Design line_buffer_ctrl, sky130hd; sources not shown.
### Wiring by layer, run 1

Drawn at 1.5 px/um.
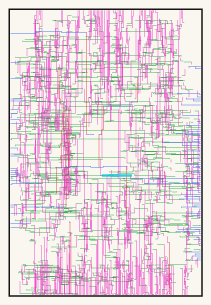
color	layer	wire length
blue	metal 3	823 um
red	metal 4	438 um
green	metal 1	7580 um
cyan	metal 5	18.4 um
magenta	metal 2	11500 um
All-Layer GR Usage: 0.1671
average wire per cell in the routed design: 15.09 um

### Cell classes on the final placement, run 1

Drawn at 1.5 px/um.
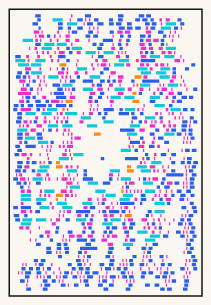
color	class	cells
blue	remaining buffers and delay cells	387
magenta	combinational and other logic	537
cyan	sequential cells	96
orange	clock drivers and dummy loads	16
final std cell area, no fill: 0.009360 mm2
site row count: 68

### Ports around the boundary, run 1

Drawn at 2 px/um. Pins as bars across the die edge, other pins in gray.
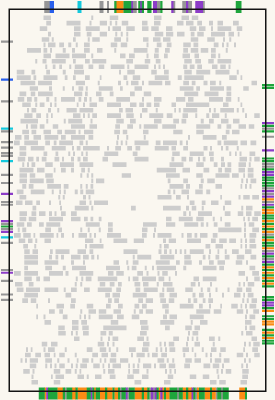
color	port	pins	direction	edge
blue	`sram_ren`	3	output	2 top, 1 left
green	`col_data`	96	output	48 bottom, 34 right, 13 top, 1 left
cyan	`col_x`	5	output	3 left, 2 top
orange	`sram_q`	64	input	43 bottom, 17 right, 4 top
purple	`in_data`	32	input	11 right, 10 top, 7 bottom, 4 left
tally of buffers added on design ports: 252
width of the die: 127.5 um

==> job_summary.md <==
### Metrics collected by this job

| Metric | Value |
|---|---|
| Number of detailed-route iterations in the first pass | 4 |
| Combinational Power | 2.04 mW |
| Post-placement cell count | 1287 |
| Well-tap cell count | 315 |
| Setup slack, reg-to-reg | 280 ps |
| Crit path cell chain | inv_2, ha_4, nand2_8, buf_6, buf_12, buf_12, nand2_2, nand2_1, buf_6 |
| Worst endpoint required time | 1750 ps |
| ANT cells | 0 |
| Reg2Reg Depth | 8 |
| Number of antenna violations at the first check in global routing | 1 |
| Setup Viol. Count Final | 22 |
| Setup slack of the critical path after layout | -87.04 ps |
| Maximum number of pins on one net before global-route repair | 46 |
| Most instantiated cells after synthesis | nand2_1, inv_1, dfxtp_1 |
| Top-level I/O count | 253 |
| Number of hold buffers added after CTS | 0 |
| Result of the run | complete, but fails checks |
| Crit share post-route | 1.038 |
| Number of enable-type register cells in the synthesized netlist | 0 |
| Violations in the final reports | negative setup slack |
Power figures rest on the tool's default switching activity, not on a simulated workload.
